===== src/rtl/wisc_mem_pkg.sv =====
// Shared types and defaults for the WISC-15 unified-memory arbiter.
// Optional statistics counters in mem_arbiter are enabled by defining MEM_ARB_STATS_EN.
package wisc_mem_pkg;

  typedef enum logic [1:0] {
    ARB_IDLE   = 2'd0,
    ARB_BUSY_D = 2'd1,
    ARB_BUSY_I = 2'd2
  } arb_state_t;

  localparam int unsigned ADDR_W_DEF = 16;
  localparam int unsigned DATA_W_DEF = 16;
  localparam int unsigned STAT_W     = 16;

  // Counter width for a given latency; never narrower than one bit.
  function automatic int unsigned cnt_width(input int unsigned lat);
    return (lat > 1) ? $clog2(lat) : 1;
  endfunction

endpackage


===== src/rtl/mem_lat_cnt.sv =====
// Loadable down-counter tracking the remaining cycles of a memory access.
// Saturates at zero and exposes a zero flag marking the last access cycle.
module mem_lat_cnt
  import wisc_mem_pkg::*;
#(
  parameter int unsigned MEM_LAT = 2,
  parameter int unsigned CNT_W   = cnt_width(MEM_LAT)
) (
  input  logic clk,
  input  logic rst,
  input  logic i_load,
  input  logic i_dec,
  output logic o_zero
);

  // The grant cycle already consumes the first count of the MEM_LAT-1 loaded
  // at grant, so the register lands one lower and hits zero in the last cycle.
  localparam int unsigned LOAD_V = (MEM_LAT > 1) ? MEM_LAT - 2 : 0;

  logic [CNT_W-1:0] r_cnt;

  always_ff @(posedge clk) begin
    if (rst) begin
      r_cnt <= '0;
    end else if (i_load) begin
      r_cnt <= CNT_W'(LOAD_V);
    end else if (i_dec && (r_cnt != '0)) begin
      r_cnt <= r_cnt - CNT_W'(1);
    end
  end

  assign o_zero = (r_cnt == '0);

endmodule


===== src/rtl/mem_arbiter.sv =====
// Single-port memory arbiter between IF fetch and MEM data access, data first.
// Define MEM_ARB_STATS_EN to add the stat_if_stall / stat_conflict counters.
module mem_arbiter
  import wisc_mem_pkg::*;
#(
  parameter int unsigned MEM_LAT = 2,
  parameter int unsigned ADDR_W  = ADDR_W_DEF,
  parameter int unsigned DATA_W  = DATA_W_DEF
) (
  input  logic              clk,
  input  logic              rst,
  input  logic              if_req,
  input  logic [ADDR_W-1:0] if_addr,
  output logic [DATA_W-1:0] if_rdata,
  output logic              if_ready,
  input  logic              dm_rd,
  input  logic              dm_wr,
  input  logic [ADDR_W-1:0] dm_addr,
  input  logic [DATA_W-1:0] dm_wdata,
  output logic [DATA_W-1:0] dm_rdata,
  output logic              dm_ready,
  output logic              mem_en,
  output logic              mem_we,
  output logic [ADDR_W-1:0] mem_addr,
  output logic [DATA_W-1:0] mem_wdata,
  input  logic [DATA_W-1:0] mem_rdata,
  output logic              stall_if,
  output logic              stall_mem
`ifdef MEM_ARB_STATS_EN
  ,
  output logic [STAT_W-1:0] stat_if_stall,
  output logic [STAT_W-1:0] stat_conflict
`endif
);

  arb_state_t r_state;

  logic w_dm_req;
  logic w_idle;
  logic w_sel_d;
  logic w_sel_i;
  logic w_dv;
  logic w_iv;
  logic w_last;
  logic w_cnt_zero;
  logic w_cnt_load;
  logic w_cnt_dec;

  assign w_dm_req = dm_rd | dm_wr;
  assign w_idle   = (r_state == ARB_IDLE);

  // In IDLE the grant is decided combinationally, making that cycle access cycle 1.
  assign w_sel_d = w_idle ? w_dm_req            : (r_state == ARB_BUSY_D);
  assign w_sel_i = w_idle ? (!w_dm_req && if_req) : (r_state == ARB_BUSY_I);

  // A granted side that drops its request aborts: no strobe, no ready.
  assign w_dv = !rst && w_sel_d && w_dm_req;
  assign w_iv = !rst && w_sel_i && if_req;

  assign w_last     = w_idle ? (MEM_LAT == 1) : w_cnt_zero;
  assign w_cnt_load = w_idle && (w_dv || w_iv);
  assign w_cnt_dec  = !w_idle;

  mem_lat_cnt #(
    .MEM_LAT (MEM_LAT)
  ) u_lat_cnt (
    .clk    (clk),
    .rst    (rst),
    .i_load (w_cnt_load),
    .i_dec  (w_cnt_dec),
    .o_zero (w_cnt_zero)
  );

  always_ff @(posedge clk) begin
    if (rst) begin
      r_state <= ARB_IDLE;
    end else begin
      unique case (r_state)
        ARB_IDLE: begin
          if (MEM_LAT > 1) begin
            if (w_dm_req) begin
              r_state <= ARB_BUSY_D;
            end else if (if_req) begin
              r_state <= ARB_BUSY_I;
            end
          end
        end
        ARB_BUSY_D: begin
          if (!w_dm_req || w_cnt_zero) begin
            r_state <= ARB_IDLE;
          end
        end
        ARB_BUSY_I: begin
          if (!if_req || w_cnt_zero) begin
            r_state <= ARB_IDLE;
          end
        end
        default: r_state <= ARB_IDLE;
      endcase
    end
  end

  always_comb begin
    mem_en    = w_dv || w_iv;
    mem_we    = w_dv && dm_wr;
    mem_addr  = '0;
    mem_wdata = '0;
    if (w_dv) begin
      mem_addr = dm_addr;
      if (dm_wr) begin
        mem_wdata = dm_wdata;
      end
    end else if (w_iv) begin
      mem_addr = if_addr;
    end
  end

  always_comb begin
    dm_ready = w_dv && w_last;
    if_ready = w_iv && w_last;
    dm_rdata = (dm_ready && !dm_wr) ? mem_rdata : '0;
    if_rdata = if_ready ? mem_rdata : '0;
  end

  assign stall_if  = !rst && if_req   && !if_ready;
  assign stall_mem = !rst && w_dm_req && !dm_ready;

`ifdef MEM_ARB_STATS_EN
  logic [STAT_W-1:0] r_stat_if_stall;
  logic [STAT_W-1:0] r_stat_conflict;

  always_ff @(posedge clk) begin
    if (rst) begin
      r_stat_if_stall <= '0;
      r_stat_conflict <= '0;
    end else begin
      if (stall_if && (r_stat_if_stall != '1)) begin
        r_stat_if_stall <= r_stat_if_stall + STAT_W'(1);
      end
      if (w_idle && w_dm_req && if_req && (r_stat_conflict != '1)) begin
        r_stat_conflict <= r_stat_conflict + STAT_W'(1);
      end
    end
  end

  assign stat_if_stall = rst ? '0 : r_stat_if_stall;
  assign stat_conflict = rst ? '0 : r_stat_conflict;
`endif

endmodule


===== config.mk =====
export PLATFORM = sky130hd
export DESIGN_NAME = mem_arbiter
export DESIGN_NICKNAME = d
export VERILOG_FILES = /design/src/rtl/wisc_mem_pkg.sv /design/src/rtl/mem_lat_cnt.sv /design/src/rtl/mem_arbiter.sv
export SDC_FILE = /design/constraint.sdc
export NUM_CORES = 1
export LEC_CHECK = 0
export CELL_PAD_IN_SITES_DETAIL_PLACEMENT = 2
export CELL_PAD_IN_SITES_GLOBAL_PLACEMENT = 2
export CORE_ASPECT_RATIO = 1.4
export CORE_MARGIN = 4
export CORE_UTILIZATION = 11
export CTS_CLUSTER_SIZE = 10
export DETAILED_ROUTE_END_ITERATION = 6
export PLACE_DENSITY = 0.86
export SYNTH_ARGS = -nofsm -noshare
export SYNTH_HDL_FRONTEND = slang
export SYNTH_HIERARCHICAL = 1
export SYNTH_SLANG_ARGS = --single-unit

===== constraint.sdc =====
create_clock -name clk -period 2.24 [get_ports clk]
set_input_delay 0.448 -clock clk [delete_from_list [all_inputs] [get_ports clk]]
set_output_delay 0.448 -clock clk [all_outputs]
set_load 0.05 [all_outputs]

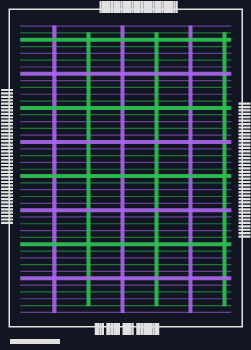
power_grid.png
Bar = 20 um. Pins as bars on the die edge.
[purple] VSS
[green] VDD
signal pins: 139
met1 rails: 43
Die X: 92.4 um
placeable core area: 9620 um^2

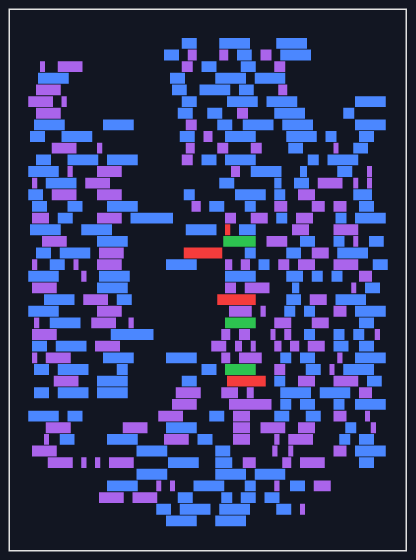
placement_by_type.png
[green] flops | cells: 3 | share of their area: 1.6%
[blue] other buffers and delay cells | cells: 172 | share of their area: 62%
[purple] combinational and other logic | cells: 137 | share of their area: 35%
[red] clock drivers and dummy loads | cells: 4 | share of their area: 2.0%
utilization of the core after routing: 42.1%
number of core rows: 42
Final Instance Area: 4050 um^2
sequential cell area share: 1.51%

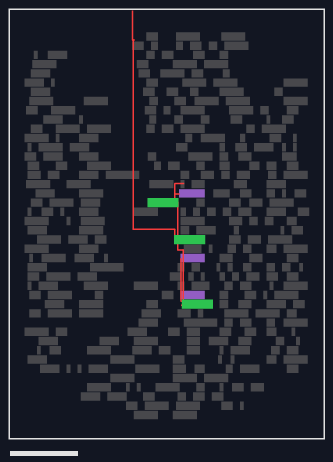
clk_routes.png
Bar = 20 um.
[green] clock drivers | count: 3
[purple] flip-flops | count: 3
[red] clock wires | length: 155 um
routed clock nets: 4
Clock Power: 0.000285 W
worst-case clock skew: 0.00158 ns
Latency at later pin: 0.23 ns

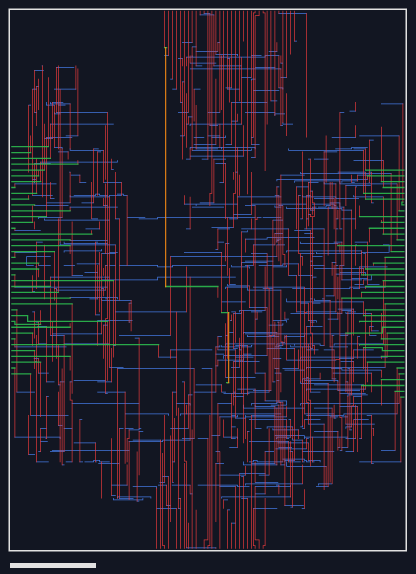
wires.png
Bar = 20 um.
[red] metal 2 | wire length: 5020 um
[orange] metal 4 | wire length: 72.1 um
[green] metal 3 | wire length: 648 um
[blue] metal 1 | wire length: 2560 um
all-layer global routing usage: 14.4%
total wire length after detailed routing: 8.30 mm

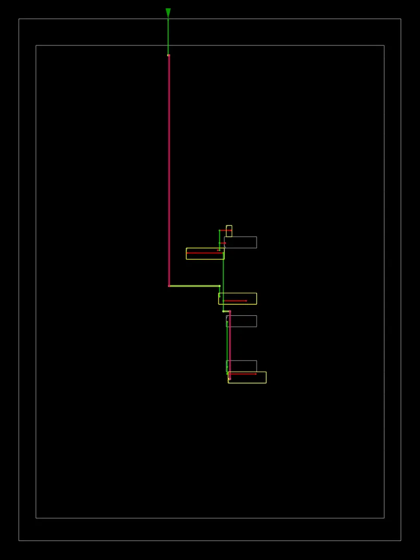
clocks.png
number of sequential storage elements: 3
number of CTS-inserted buffers: 3

==> final timing paths <==
check                           slack [ns]            start         endpoint  cells past startpoint
worst min-delay path                  0.49  u_lat_cnt/r_cnt  u_lat_cnt/r_cnt                      1
worst max-delay path                  0.04       if_addr[9]      mem_addr[9]                      5
worst min register to register        0.49  u_lat_cnt/r_cnt  u_lat_cnt/r_cnt                      1
worst max register to register        1.02       r_state[0]  u_lat_cnt/r_cnt                      4
==> metrics by stage <==
step | util [%] | cell area (um^2)
global placement | 38.7 | 3720
detailed placement | 38.7 | 3720
floorplan | - | 1330
finish | 42.1 | 4050
global route | 42.1 | 4050
CTS | 41.6 | 4000
==> state kept, by name (all words and copies together), names as in the netlist <==
signal	cells
r_state	2
u_lat_cnt/r_cnt	1
==> flow_metrics.rpt <==
FLOW METRICS REPORT
----------------------------------------------------
[Logic synthesis]
  Summed standard-cell area reported by yosys ........................ about 1100 um^2
  Top cells by area, synth ........................ sky130_fd_sc_hd__or4bb_1, sky130_fd_sc_hd__o32ai_1, sky130_fd_sc_hd__inv_1
  Syn Inst Count ........................ 159
  Summed instance area of the synthesized netlist ........................ roughly 1100 um^2
  Multiplexer area fraction after synthesis ........................ 0%
  Post-synthesis sequential area ratio ........................ 5.48%
  Largest family of logic cells by area ........................ simple AND/OR/NAND/NOR gates
  Asr flop ratio synth ........................ 0%
  Mapped Nets ........................ 228
  Area share of the largest cell type after synthesis ........................ 16.4%
  Total number of yosys warnings ........................ 6
  Simple-gate share of the synthesized area ........................ 55.3%
  Adder share ........................ 0%
  #FFs+latches synth ........................ 3
  Flip-flop cell with the highest count after synthesis ........................ sky130_fd_sc_hd__dfxtp_1
  Cell Type Count ........................ 27
  Library cell occupying the most area in the post-synthesis netlist ........................ sky130_fd_sc_hd__or4bb_1

[Drt]
  Average wire per cell in the routed design ........................ 18.5 um
  Routed length on met2 ........................ 5.02 mm
  ANT nets after route ........................ 0
  Highest metal layer with signal wires ........................ met4
  Remaining DRCs ........................ 0
  Detailed-route via count ........................ 1857
  Routed wl met3 ........................ 647 um

[Timing]
  Tcrit/Tclk final ........................ 98.2%
  Transition time of the tightest slew-check pin ........................ 0.426 ns
  Slew HR ........................ 71.5%
  Final setup viols ........................ 0
  Number of pins exceeding their max-slew limit in the final report ........................ 0
  Final count of hold timing violations ........................ 0
  Tightest hold margin ........................ about 0.49 ns
  Setup slack after layout ........................ 0.0395 ns
  Max Freq ........................ 0.454 GHz
  Sum Neg Setup Slack ........................ 0 ns

[Finish]
  Leading cell type in the layout, fill and taps excluded ........................ sky130_fd_sc_hd__buf_12
  Logic cell area ........................ about 1200 um^2
  Flop area ........................ roughly 60 um^2
  Number of filler instances in the final layout ........................ between 900 and 1000
  Area Overhead vs Synth ........................ 269%
  Relative area of non-clock buffer cells in the final design ........................ 59.3%
  Final clock-cell share ........................ under 10%
  Number of non-clock inverters ........................ 34
  Number of clock buffers in the layout ........................ 4
  Number of signal-net buffers in the layout ........................ 172
  Layout cells sized above 1 ........................ 54.1%
  Top cell class by occupied area ........................ non-clock buffers
  Multi-input comb cells ........................ around 100

[Floorplanning]
  Chip footprint ........................ 11600 um^2
  Number of well taps ........................ 132
  Number of top-level pins ........................ 139

[Status]
  Outcome ........................ completed

[Global routing]
  Gr ovfl total ........................ 0
  Via count of the first global-routing pass ........................ 2232
  Global routing usage on met1 ........................ between 10% and 20%
  Met2 routing resource usage after global routing ........................ between 20% and 30%

[Critical path]
  Buf+Inv Stages, Crit Path ........................ 3
  Setup CP Type ........................ primary input to primary output
  CP peak stage delay ........................ 0.47 ns
  Critical Path Source Type ........................ primary input
  Data required time of the critical path ........................ 1.79 ns
  Kind of cell adding the most delay to the critical path ........................ buffers and inverters
  Data arrival time of the critical path ........................ 1.75 ns
  Critical Path Fanout Max ........................ 1
  Worst-path cell chain ........................ clkdlybuf4s50_1 -> or4bb_1 -> o32ai_1 -> buf_4 -> buf_12

[Hold path]
  Path category of the worst min-delay check ........................ flop to flop

[Power]
  Seq group ........................ roughly 0.000059 W
  Sw Pwr ........................ ~0.00043 W
  Static Leak ........................ 1.73 nW
  Cell-internal power ........................ 0.000665 W
  Power density cells ........................ between 200 and 300 nW/um^2
  Total power ........................ 0.00109 W

[Clocking]
  Clock root cell ........................ sky130_fd_sc_hd__clkbuf_16
  H-Tree Depth ........................ 1
  Number of buffers added to fix hold violations after cts ........................ 0
  Clock input transition at the sequential cells of the worst setup and hold paths ........................ ~0.030 ns
  Post-CTS Setup Inserts ........................ 0
  Post-CTS Resized ........................ 38
  TritonCTS clock tree ........................ yes
  Clock sinks ........................ 3

[Placement]
  HPWL after DPL ........................ 6.70 mm
  Number of instances in the placed design ........................ 441

[Flow run]
  Max Cap Violations ........................ 0

----------------------------------------------------
No activity file was given, so power comes from the tool's default toggle rates.
